Fig. 1: run 1, cell classes on the final placement
Fill, decap, tap and diode cells in grey.
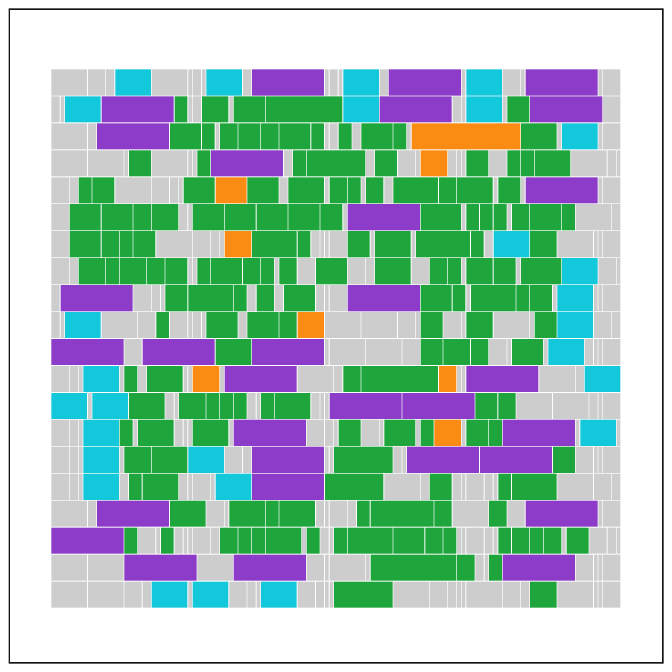
Fig. 2: run 1, signal metal coverage by tile
Scale bar: 20 um. 13 x 13 tiles, from dark blue (low) to red (high), scaled to the fullest tile. Values are wire area over tile area, all layers added.
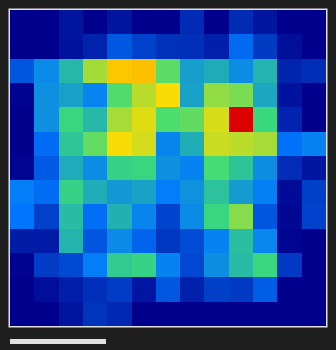
Fig. 3: run 1, the metal 3 layer
Scale bar: 20 um.
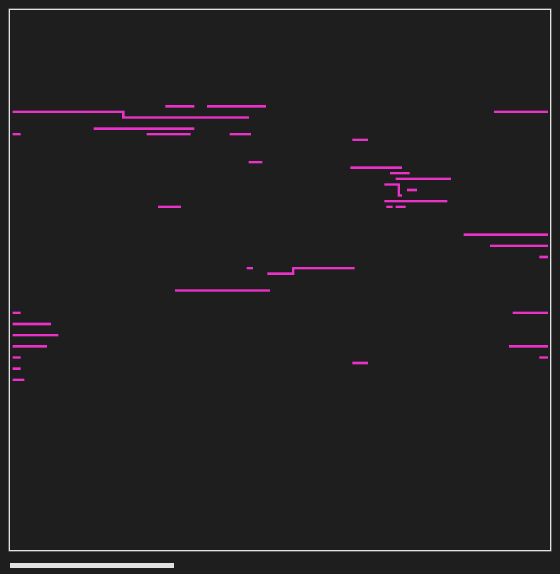
Fig. 4: run 1, the metal 1 layer
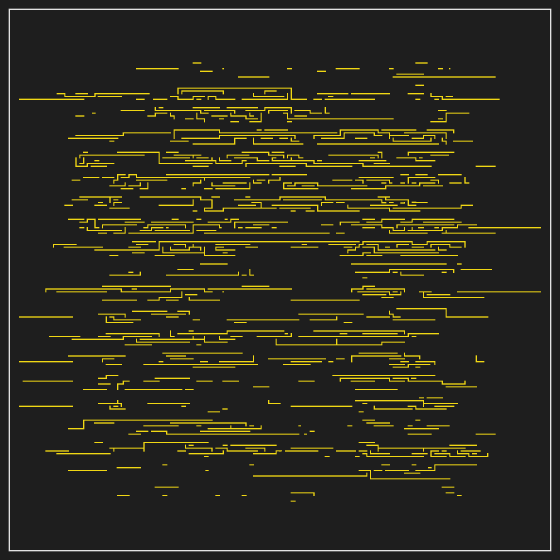
==> config.mk <==
export PLATFORM = sky130hd
export DESIGN_NAME = fdiv_sched_flat
export DESIGN_NICKNAME = d
export VERILOG_FILES = /design/src/rtl/fdiv_pkg.sv /design/src/rtl/fdiv_sched_if.sv /design/src/rtl/fdiv_core.sv /design/src/rtl/fdiv_sched.sv /design/src/flat_wrapper.sv
export SDC_FILE = /design/constraint.sdc
export NUM_CORES = 1
export LEC_CHECK = 0
export CAP_MARGIN = 0
export CORE_MARGIN = 4
export CORE_UTILIZATION = 55
export DETAILED_ROUTE_END_ITERATION = 8
export HOLD_SLACK_MARGIN = 0.06
export PLACE_DENSITY_LB_ADDON = 0.08
export SETUP_SLACK_MARGIN = 0.5
export SYNTH_ARGS = -nofsm -noshare
export SYNTH_HDL_FRONTEND = slang
export SYNTH_SLANG_ARGS = --single-unit
export TNS_END_PERCENT = 10
==> constraint.sdc <==
create_clock -name clk -period 6.1 [get_ports clk]
set_clock_uncertainty 0.2 [all_clocks]
set_input_delay 0.915 -clock clk [delete_from_list [all_inputs] [get_ports clk]]
set_output_delay 0.915 -clock clk [all_outputs]
set_load 0.02 [all_outputs]
==> impl_metrics.env, run 1 <==
# yosys + openroad results
export IMPL_status="complete, no violations"
export IMPL_dpl_cell_area_um2=2120
export IMPL_power_clock_mw=0.163
export IMPL_num_fill_cells=249
export IMPL_netlist_logic_family_top="simple AND/OR/NAND/NOR gates"
export IMPL_total_power_mw=0.453
export IMPL_synthTopCellsByArea="dfxtp_1 (34%), mux2i_1 (7.6%), nor2_1 (4.9%), xnor2_1 (3.8%), nand2_1 (3.7%)"
export IMPL_async_reset_ff_share_pct=0
export IMPL_final_clk_cell_share_pct=3.70
export IMPL_grt_overflow=0
export IMPL_seq_cells=31
export IMPL_worst_endpoint_required_ns=4.98
export IMPL_top_area_cell="dfxtp_1"
export IMPL_largest_class="logic gates"
export IMPL_drt_initial_drc_count=178
export IMPL_combPwrFrac_pct=16.4
export IMPL_grt_pass1_wl_um=7110
export IMPL_max_cap_viol_count=0
export IMPL_fin_ws_ns=3.43
export IMPL_ys_area_um2=1840
export IMPL_sequentialPowerShare_pct=47.6
export IMPL_hold_ws_ns=0.321
export IMPL_seq_area_frac_synth_pct=33.8
export IMPL_clk_pin_slew_ns=0.10
export IMPL_simple_gate_share_pct=29.7
export IMPL_netlist_instances=206
export IMPL_insertion_delay_ns=0.34
export IMPL_crit_family="buffers and inverters"
export IMPL_clockRootBuffer="clkbuf_4"
export IMPL_ir_drop_v=0.000150
export IMPL_lay_top_cells="dfxtp_1 (31), clkdlybuf4s50_1 (27), nor2_1 (24), nand2_1 (18), mux2i_1 (14)"
export IMPL_cp_end_kind="output pin"
export IMPL_place_gp_congestion=0.888
-- Fig. 1 (at the start) --
| class | colour | cells | share of their area |
|---|---|---|---|
| sequential cells | purple | 31 | 29% |
| remaining buffers and delay cells | cyan | 27 | 13% |
| remaining logic cells | green | 164 | 55% |
| clock drivers and dummy loads | orange | 8 | 3.8% |
row cnt: 20
final core occ: 70.2%
flop share of the area: 28.2%

-- Fig. 2 (at the start) --
mean over tiles: 0.15
fullest tile: 0.61
densest ninth of the die: centre
tiles over half the peak: 14%
Vias: 1,586
GRT Total Usage: 21.2%

-- Fig. 3 (at the start) --
longest straight run: 15.2 um
wire length on this layer: 166 um
share of all routed wire: 4.0%
nets with wire on the layer: 29
final wirelength: 4100 um
met3 global-route usage: 4.25%

-- Fig. 4 (at the start) --
share of all routed wire: 46%
longest straight run: 24.4 um
nets with wire on the layer: 231
wire length on this layer: 1,890 um
main direction: horizontal
met1 Usage GRT: 26.6%

==> inputs of run 2 (changes only) <==
--- a/config.mk
+++ b/config.mk
@@ -7,7 +7,7 @@
 export LEC_CHECK = 0
 export CAP_MARGIN = 0
 export CORE_MARGIN = 4
-export CORE_UTILIZATION = 55
+export CORE_UTILIZATION = 48
 export DETAILED_ROUTE_END_ITERATION = 8
 export HOLD_SLACK_MARGIN = 0.06
 export PLACE_DENSITY_LB_ADDON = 0.08
==> constraint.sdc (replaced) <==
create_clock -name clk -period 2.4 [get_ports clk]
set_clock_uncertainty 0.2 [all_clocks]
set_input_delay 0.36 -clock clk [delete_from_list [all_inputs] [get_ports clk]]
set_output_delay 0.36 -clock clk [all_outputs]
set_load 0.02 [all_outputs]
Fig. 5: run 2, cell classes on the final placement
Fill, decap, tap and diode cells in grey.
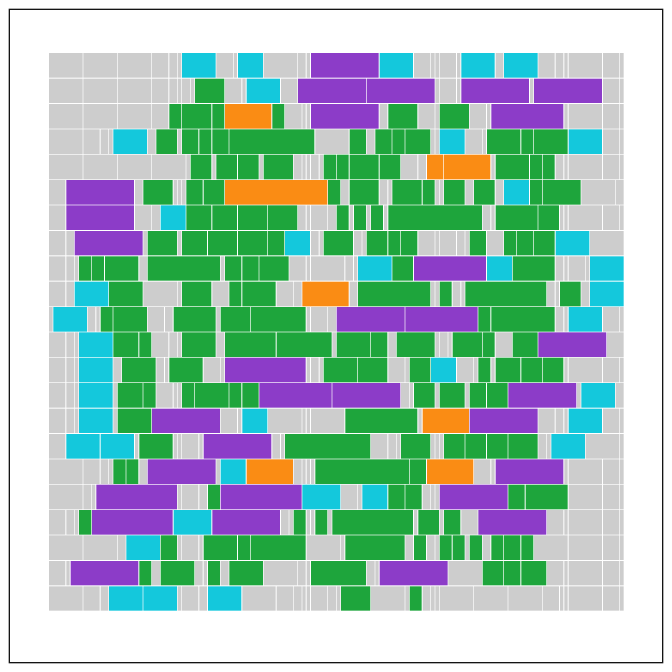
| class | colour | cells | share of their area |
|---|---|---|---|
| remaining buffers and delay cells | cyan | 39 | 15% |
| clock drivers and dummy loads | orange | 8 | 4.9% |
| remaining logic cells | green | 164 | 53% |
| sequential cells | purple | 31 | 27% |
Post-Layout Inst Area: 2470 um2
row cnt: 22
flop share of the area: 25.9%
final core occ: 67.1%
CORE AREA: 3690 um2

Fig. 6: run 2, signal metal coverage by tile
Scale bar: 20 um. 14 x 14 tiles, from dark blue (low) to red (high), scaled to the fullest tile. Values are wire area over tile area, all layers added.
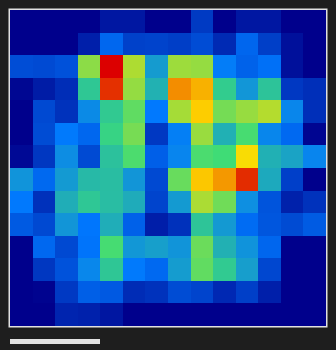
fullest tile: 0.58
tiles over half the peak: 16%
emptiest ninth of the die: lower right
nearly empty tiles: 21%
mean over tiles: 0.14
Vias: 1,638
GRT Total Usage: 19.0%
DR WL/cell: 15.1 um

Fig. 7: run 2, clock nets
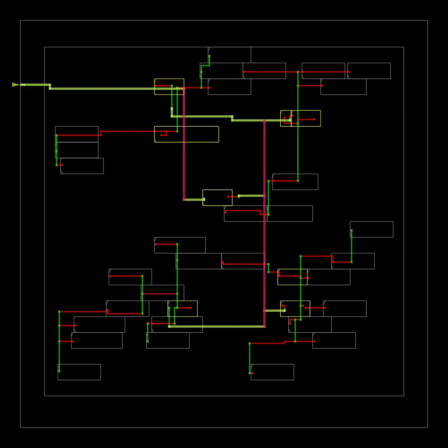
CTS buffer count: 5
sequential cell count: 31
Power Clock: 0.533 mW

==> run 2 against run 1 <==
Compared with the run above:
- first-iteration DRC count fell by 52%
- area after synthesis did not move
- critical path depth rose by 5
- die area rose by 13%
- cell count rose by 5.8%
- largest cell class unchanged
- cell area rose by 13%
- highest routed layer unchanged
==> impl_metrics.env, run 2 <==
# yosys + openroad results
export IMPL_grtUsageMet1_pct=23.4
export IMPL_grt_pass1_wl_um=7420
export IMPL_place_gp_congestion=0.813
export IMPL_netlist_logic_family_top="simple AND/OR/NAND/NOR gates"
export IMPL_ir_drop_v=0.000365
export IMPL_final_clk_cell_share_pct=4.75
export IMPL_nonClkBufAreaFrac_pct=14.9
export IMPL_fin_ws_ns=0.403
export IMPL_grt_overflow=0
export IMPL_ys_area_um2=1840
export IMPL_tritoncts="yes"
export IMPL_seq_area_frac_synth_pct=33.8
export IMPL_lay_top_cells="clkdlybuf4s50_1 (27), nor2_1 (23), dfxtp_1 (23), nand2_1 (18), mux2i_1 (14)"
export IMPL_drt_initial_drc_count=86
export IMPL_worst_endpoint_required_ns=2.41
export IMPL_synth_seq_cells=31
export IMPL_max_cap_viol_count=0
export IMPL_worst_setup_path_type="input pin to flip-flop"
export IMPL_largest_class="logic gates"
export IMPL_hold_ws_ns=0.317
export IMPL_netlist_instances=206
export IMPL_cell_internal_pwr_mw=0.983
export IMPL_clockRootBuffer="clkbuf_8"
export IMPL_num_fill_cells=319
export IMPL_total_power_mw=1.31
export IMPL_drt_wl_total_um=4390
export IMPL_clk_pin_slew_ns=0.07
export IMPL_top_area_cell="dfxtp_1"
export IMPL_crit_family="simple AND/OR/NAND/NOR gates"
export IMPL_cp_end_kind="flip-flop"
export IMPL_dpl_cell_area_um2=2190
export IMPL_simple_gate_share_pct=29.7
export IMPL_status="complete, no violations"
export IMPL_insertion_delay_ns=0.29
export IMPL_synthTopCellsByArea="dfxtp_1 (34%), mux2i_1 (7.6%), nor2_1 (4.9%), xnor2_1 (3.8%), nand2_1 (3.7%)"
export IMPL_combPwrFrac_pct=17.7
Power is estimated from default activity; no workload was simulated.
